==> config.mk <==
export PLATFORM = sky130hd
export DESIGN_NAME = hero_write_rx
export DESIGN_NICKNAME = d
export VERILOG_FILES = /design/src/rtl/hero_write_rx_pkg.sv /design/src/rtl/hero_rx_fifo.sv /design/src/rtl/hero_write_rx.sv
export SDC_FILE = /design/constraint.sdc
export NUM_CORES = 1
export LEC_CHECK = 0
export CAP_MARGIN = 40
export CORE_MARGIN = 3
export CORE_UTILIZATION = 45
export CTS_CLUSTER_SIZE = 8
export DETAILED_ROUTE_END_ITERATION = 10
export PLACE_DENSITY = 0.63
export SYNTH_ARGS = -nofsm -noshare
export SYNTH_HDL_FRONTEND = slang
export SYNTH_SLANG_ARGS = --single-unit
==> constraint.sdc <==
create_clock -name clk -period 7 [get_ports clk]
set_input_delay 0.7 -clock clk [delete_from_list [all_inputs] [get_ports clk]]
set_output_delay 0.7 -clock clk [all_outputs]
set_load 0.05 [all_outputs]
**Run 1: placed cells, one color a class**

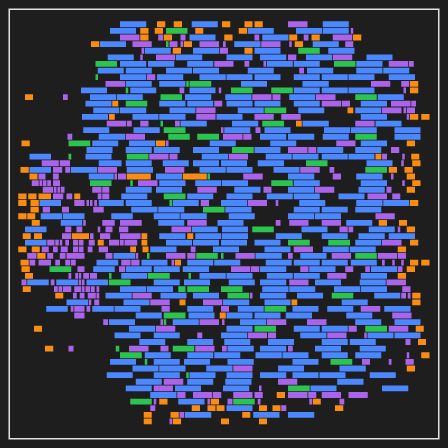
Green stands for clock drivers and dummy loads, cells 65. Blue stands for sequential cells, cells 325. Purple stands for combinational and other logic, cells 285. Orange stands for remaining buffers and delay cells, cells 110.
Util after Layout: 56.05%
Core Area: 28090 um^2
share of cell area taken by flip-flops and latches: 61.38%
final design area excluding fillers: 15740 um^2

**Run 1: sizing map**

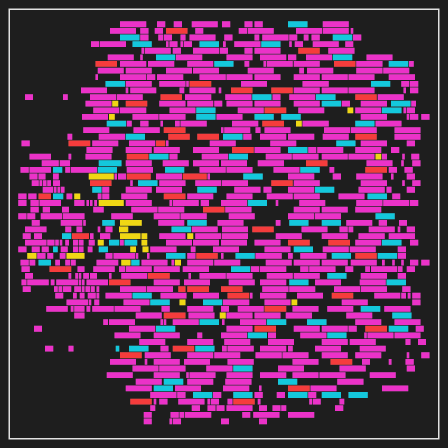
Yellow stands for _3 and _4 cells, cells 24, share 3.1%. Magenta stands for _0 and _1 cells, cells 619, share 79%. Cyan stands for _2 cells, cells 89, share 11%. Red stands for _6 and larger, cells 53, share 6.8%.
non-clock buffer count in the final layout: 110
setup ws final: 2.650 ns

**Run 1: cell density map**

18 x 18 tiles, from black (low) to pale yellow (high), 0 to 100% covered.
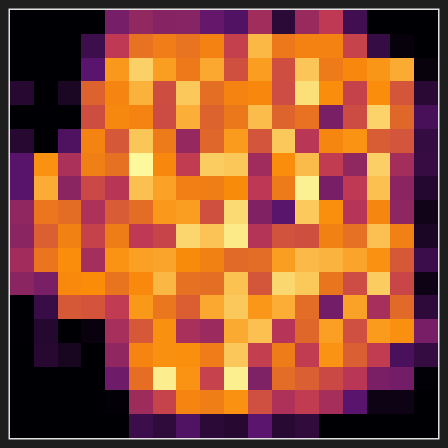
14% of the tiles are nearly empty. 24% of the tiles are over 75% full. The mean over all tiles is 49%. The densest ninth of the die: middle. The fullest tile reaches 99%. The emptiest ninth of the die: bottom left.
core utilization before placement: 46.22%

==> out/metrics.yaml, run 1 <==
clock_tree:
  numClockSinks: 325
  postCtsSetupBuffers: 0
  tritoncts: "built"
  clock_insertion_delay_worst_skew_ns: 0.52
  ctsLongestPathBuffers: 3
  clk_pin_slew_ns: 0.05
  cts-root-buf: "sky130_fd_sc_hd__clkbuf_16"
  post_cts_hold_buffer_count: 0
  cts_repair_resize_count: 0
synth:
  syn_inst: 646
  enable_flop_cells: 304
  synth.yosys.num_cells: 646
  seq_area_frac_synth_pct: 74.36
  synthTopCellsByCount: "sky130_fd_sc_hd__edfxtp_1 (304), sky130_fd_sc_hd__mux4_2 (76), sky130_fd_sc_hd__nor2_1 (45)"
  ys.flops: 325
  yosys_area_um2: 12980
  synthDominantAreaCellType: "sky130_fd_sc_hd__edfxtp_1"
  top_cell: "sky130_fd_sc_hd__edfxtp_1"
  yosys_top_cell_area_share_pct: 70.32
  topCellsByArea: "sky130_fd_sc_hd__edfxtp_1 (70%), sky130_fd_sc_hd__mux4_2 (13%), sky130_fd_sc_hd__dfrtp_1 (4.0%), sky130_fd_sc_hd__mux2i_1 (2.9%), sky130_fd_sc_hd__and2_1 (1.8%)"
  postSynthAreaPerCell_um2: 20.10
  synth-main-ff-cell: "sky130_fd_sc_hd__edfxtp_1"
  postSynth.asyncResetShare_pct: 6.462
  synthesis.area_um2: 12980
  synthesis.nets: 698
job:
  warnings: 27
global_route:
  grt_antenna_before_repair: 0
  grt_pass1_vias: 6983
  globalRouteOverflowTotal: 0
  grt_start_max_net_pins: 48
  grt_first_pass_wirelength_um: 41400
place:
  count_of_buffers_inserted_at_the_top_level_ports: 89
  place_hpwl_um: 14780
  place.gp.congestion: 0.7132
  post-place-cells: 1098
  dpl-instance-area_um2: 14490
  place_worst_setup_slack_ns: 3.070
cells_and_area:
  n_all_inverters: 6
  areaGrowthSynthToFinish_pct: 21.27
  filler_cell_count: 2159
  post_route_cells_drive_above_1_share_pct: 21.15
  final-instance-count-excl-fill: 1163
  area_dominant_class: "sequential cells"
  num-multi-input-gates: 279
  share_of_final_layout_cell_area_taken_by_non_clock_buffers_pct: 7.065
  seq_area_um2: 9663
  design.final.nets: 820
  logic_area_um2: 3223
  most-common-layout-cells: "sky130_fd_sc_hd__edfxtp_1 (304), sky130_fd_sc_hd__clkdlybuf4s50_1 (89), sky130_fd_sc_hd__mux4_2 (76)"
  layout.clock.cell_area_share_pct: 7.939
  layout.clock_buffers: 63
  layout_top_cell_excl_fill_tap: "sky130_fd_sc_hd__edfxtp_1"
drt:
  drcViolationCount: 0
  wl_per_cell_um: 22.76
  detailedRoute.firstIterationViolations: 455
  vias: 6452
  totalWireLength_um: 26480
  avgViaCountPerCell: 5.548
  dr.pass1.iters: 5
worst_hold_path:
  class_of_the_most_critical_hold_timing_path: "primary input to async pin"
pwr:
  power.density_cell_area_nw_per_um2: 422.0
  vdd_drop_max_v: 0.0002903
timing:
  setup_tns_ns: 0
  post-route-min-period_ns: 4.350
  max-slew-margin-rel_pct: 55.81
  setup_violations: 0
  final-hold-violation-count: 0
  timing.final.crit_share_pct: 62.14
  worst_clock_skew_ns: 0.01861
  fmax_ghz: 0.2299
worst_setup_path:
  cp_num_buf_inv: 3
  cp_top_family: "buffers and inverters"
  cp_slowest_cell: "sky130_fd_sc_hd__clkdlybuf4s50_1"
  crit_path_end_kind: "output pin"
  timing.setup.critical_path_class: "flip-flop to output pin"
  worst_stage_delay_on_the_critical_path_ns: 0.73
  critical_path.max_fanout: 40
  ff2ff_path_depth: 16
  ff2ff_setup_slack_ns: 3.70
  cell_depth_of_the_worst_setup_path: 6
  critical_path.cell_chain: "buf_16 > buf_4 > mux4_2 > mux2i_1 > nor2_1 > clkdlybuf4s50_1"
floorplan:
  io-pin-count: 90
  floorplan.rows: 61
  floorplan.die.height_um: 175.9
  horizontal_extent_of_the_die_um: 175.9
outcome:
  run_status: "finished, final reports clean"
## run 1: cell families after synthesis
family | synth area share (%)
flip-flops | 74.36
XOR/XNOR | 0.6747
adder cells (fa/ha/maj) | 0.8288
AND-OR/OR-AND | 1.089
multiplexers | 16.37
AND/OR/NAND/NOR | 5.320
buffers and inverters | 1.349
## run 1: routing by layer
layer	vias up	track usage (%)	part of all wire (%)
met5	-	0	0
met4	0	4.223	1.3
met3	34	2.897	5.7
met2	187	28.69	49
met1	3393	25.14	44
li1	2838	-	-
## run 1: power by group
part / total (mW) / leakage (nW) / internal (mW) / switching, mW
logic: 2.36 / 1.65 / 0.982 / 1.38
clock network: 1.92 / 0.607 / 1.20 / 0.720
registers: 2.36 / 3.08 / 2.19 / 0.170
**Run 1: register map, names as in the netlist**

Other sequential cells in the stronger gray, the rest of the logic in the fainter gray.
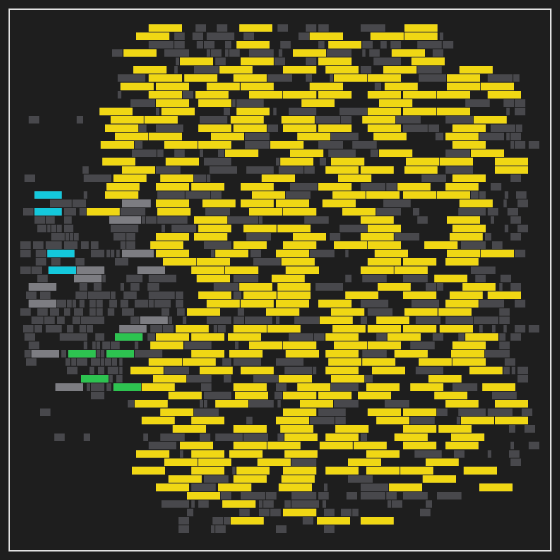

==> run 1 -> run 2 <==
--- a/config.mk
+++ b/config.mk
@@ -10,7 +10,7 @@
 export CORE_UTILIZATION = 45
 export CTS_CLUSTER_SIZE = 8
 export DETAILED_ROUTE_END_ITERATION = 10
-export PLACE_DENSITY = 0.63
+export PLACE_DENSITY = 0.65
 export SYNTH_ARGS = -nofsm -noshare
 export SYNTH_HDL_FRONTEND = slang
 export SYNTH_SLANG_ARGS = --single-unit
==> constraint.sdc (replaced) <==
create_clock -name clk -period 3.8 [get_ports clk]
set_input_delay 0.38 -clock clk [delete_from_list [all_inputs] [get_ports clk]]
set_output_delay 0.38 -clock clk [all_outputs]
set_load 0.05 [all_outputs]
**Run 2: register map, names as in the netlist**

Other sequential cells in the stronger gray, the rest of the logic in the fainter gray.
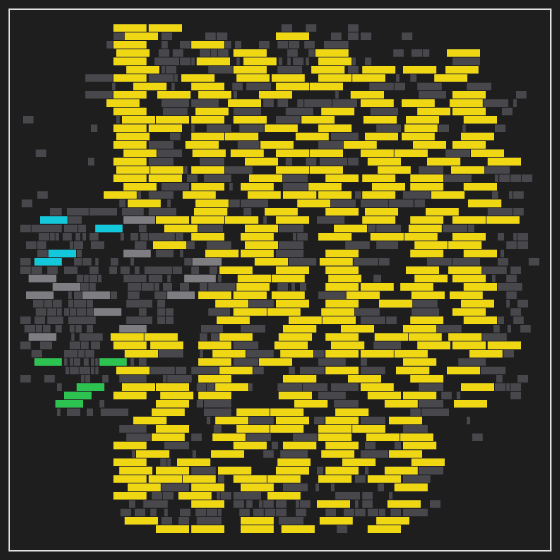
Yellow stands for `u_fifo.mem_q`, placed flops 304. Cyan stands for `u_fifo.level`, placed flops 4, where left middle. Green stands for `beat_cnt_q`, placed flops 5.
Another 12 sequential cells are not colored.
Util after Layout: 56.46%
register area: 9663 um^2
share of cell area taken by flip-flops and latches: 60.93%
power drawn by the sequential cells: 4.36 mW

**Run 2: track usage over the die**

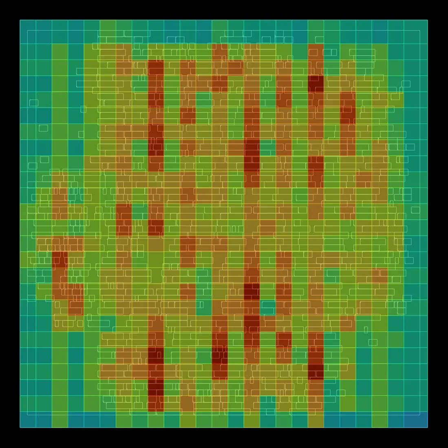
global-route usage over all layers: 17.39%
global-route met2 utilization: 30.22%
busiest layer in global routing: met2
met1 Use GR: 22.96%

==> run 2 against run 1 <==
Final cell count grew 0.69%. Global-route usage decreased by 0.18 points. Count of clock-buffer cells in the layout stayed put. Non-clock buffer count increased by 8. Setup slack got worse by 2.4 ns. Total power rose by 85%. Flip-flop count stayed put. Via count is 0.56% lower.
==> out/metrics.yaml, run 2 <==
outcome:
  run_status: "finished, final reports clean"
clock_tree:
  clock_insertion_delay_worst_skew_ns: 0.52
  post_cts_hold_buffer_count: 0
  postCtsSetupBuffers: 0
  ctsLongestPathBuffers: 3
  tritoncts: "built"
  numClockSinks: 325
  cts-root-buf: "sky130_fd_sc_hd__clkbuf_16"
  clk_pin_slew_ns: 0.05
  cts_repair_resize_count: 0
global_route:
  grt_first_pass_wirelength_um: 41160
  met3_usage_pct: 2.745
  grt_pass1_vias: 7187
  grt_start_max_net_pins: 39
  globalRouteOverflowTotal: 0
  grt_antenna_before_repair: 0
floorplan:
  core_region_area_um2: 28090
  floorplan.die.height_um: 175.9
  floorplan.rows: 61
  io-pin-count: 90
  horizontal_extent_of_the_die_um: 175.9
  floorplan.initialDensity_pct: 46.22
synth:
  synth-xor-area-share_pct: 0.6746
  synthDominantAreaCellType: "sky130_fd_sc_hd__edfxtp_1"
  yosys_top_cell_area_share_pct: 70.32
  postSynth.asyncResetShare_pct: 6.462
  seq_area_frac_synth_pct: 74.36
  synth.yosys.num_cells: 646
  yosys_area_um2: 12980
  post_synth_ao_oa_area_fraction_pct: 1.089
  syn_inst: 646
  synthesis.area_um2: 12980
  top_logic_kind: "multiplexers"
  synthTopCellsByCount: "sky130_fd_sc_hd__edfxtp_1 (304), sky130_fd_sc_hd__mux4_2 (76), sky130_fd_sc_hd__nor2_1 (45)"
  enable_flop_cells: 304
  ys.flops: 325
  synth-main-ff-cell: "sky130_fd_sc_hd__edfxtp_1"
  fa_ha_area_share_pct: 0.8288
  synthMuxAreaShare_pct: 16.37
  top_cell: "sky130_fd_sc_hd__edfxtp_1"
  postSynthAreaPerCell_um2: 20.10
  synth-simple-area-share_pct: 5.320
  synthesis.nets: 698
  post_synth_num_cell_types: 46
  topCellsByArea: "sky130_fd_sc_hd__edfxtp_1 (70%), sky130_fd_sc_hd__mux4_2 (13%), sky130_fd_sc_hd__dfrtp_1 (4.0%), sky130_fd_sc_hd__mux2i_1 (2.9%), sky130_fd_sc_hd__and2_1 (1.8%)"
pwr:
  internal_power_mw: 8.078
  power_frac_seq_pct: 35.4
  vdd_drop_max_v: 0.0004362
  power.density_cell_area_nw_per_um2: 775.8
  pwr.group.combinational_mw: 4.40
  clk-power_mw: 3.55
  combinationalPowerShare_pct: 35.7
  power_switching_mw: 4.226
  largestPowerGroup: "combinational logic"
  p_clk_share_pct: 28.8
  power_switching_share_pct: 34.35
drt:
  wl_per_cell_um: 22.46
  totalWireLength_um: 26300
  drcViolationCount: 0
  avgViaCountPerCell: 5.479
  detailedRoute.firstIterationViolations: 381
  dr.pass1.iters: 4
  vias: 6416
worst_setup_path:
  critical_path.max_fanout: 22
  cp_num_buf_inv: 2
  worst_stage_delay_on_the_critical_path_ns: 0.74
  cp_slowest_cell: "sky130_fd_sc_hd__dfrtp_4"
  cp.arrival_ns: 3.21
  critical_path.cell_chain: "buf_4 > mux4_2 > mux2i_1 > nor2_1 > clkdlybuf4s50_1"
  crit_path_end_kind: "output pin"
  ff2ff_setup_slack_ns: 0.86
  timing.setup.critical_path_class: "flip-flop to output pin"
  cp_top_family: "buffers and inverters"
  ff2ff_path_depth: 15
  cell_depth_of_the_worst_setup_path: 5
cells_and_area:
  areaGrowthSynthToFinish_pct: 22.16
  post_route_cells_drive_above_1_share_pct: 22.07
  design.final.nets: 828
  most-common-layout-cells: "sky130_fd_sc_hd__edfxtp_1 (304), sky130_fd_sc_hd__clkdlybuf4s50_1 (89), sky130_fd_sc_hd__mux4_2 (76)"
  layout_top_cell_excl_fill_tap: "sky130_fd_sc_hd__edfxtp_1"
  final_cell_area_um2: 15860
place:
  place.gp.congestion: 0.7529
  place_hpwl_um: 15550
  dpl-instance-area_um2: 14610
  place_worst_setup_slack_ns: 0.5710
  count_of_buffers_inserted_at_the_top_level_ports: 89
timing:
  worst_clock_skew_ns: 0.009370
  max-slew-margin-rel_pct: 53.59
  worst_slack_ns: 0.2139
  setup_violations: 0
  worstMarginPinSlew_ns: 0.6962
  final-hold-violation-count: 0
  post-route-min-period_ns: 3.586
  fmax_ghz: 0.2789
  slew_viol_final: 0
job:
  warnings: 28
worst_hold_path:
  class_of_the_most_critical_hold_timing_path: "primary input to async pin"
[run 2: cell counts after synthesis]
No cell type changed its count.
[run 2: stage by stage]
stage / std cells / hold WS (ns) / setup TNS (ns)
finish: 1171 / 0.1745 / 0
floorplan: 646 / 0.08441 / -24.63
CTS: 1171 / 0.1659 / 0
detailed placement: 1106 / 0.5395 / 0
global route: 1171 / 0.1804 / 0
global placement: 1105 / 0.5112 / 0
[run 2: per-layer routing]
layer,up-vias,routed length (um)
met2,138,13720
met3,28,901
met4,0,367
li1,2855,-
met1,3395,11310
met5,-,0
[run 2: final cells by class]
type / instances / area, um^2
clock buffers: 63 / 1236
clock inverters: 2 / 13.76
fillers: 2165 / 12230
inverters: 6 / 22.52
multi-input cells: 279 / 3259
flip-flops and latches: 325 / 9663
well taps: 378 / 473.0
repair buffers: 118 / 1191
Power is estimated from default activity; no workload was simulated.
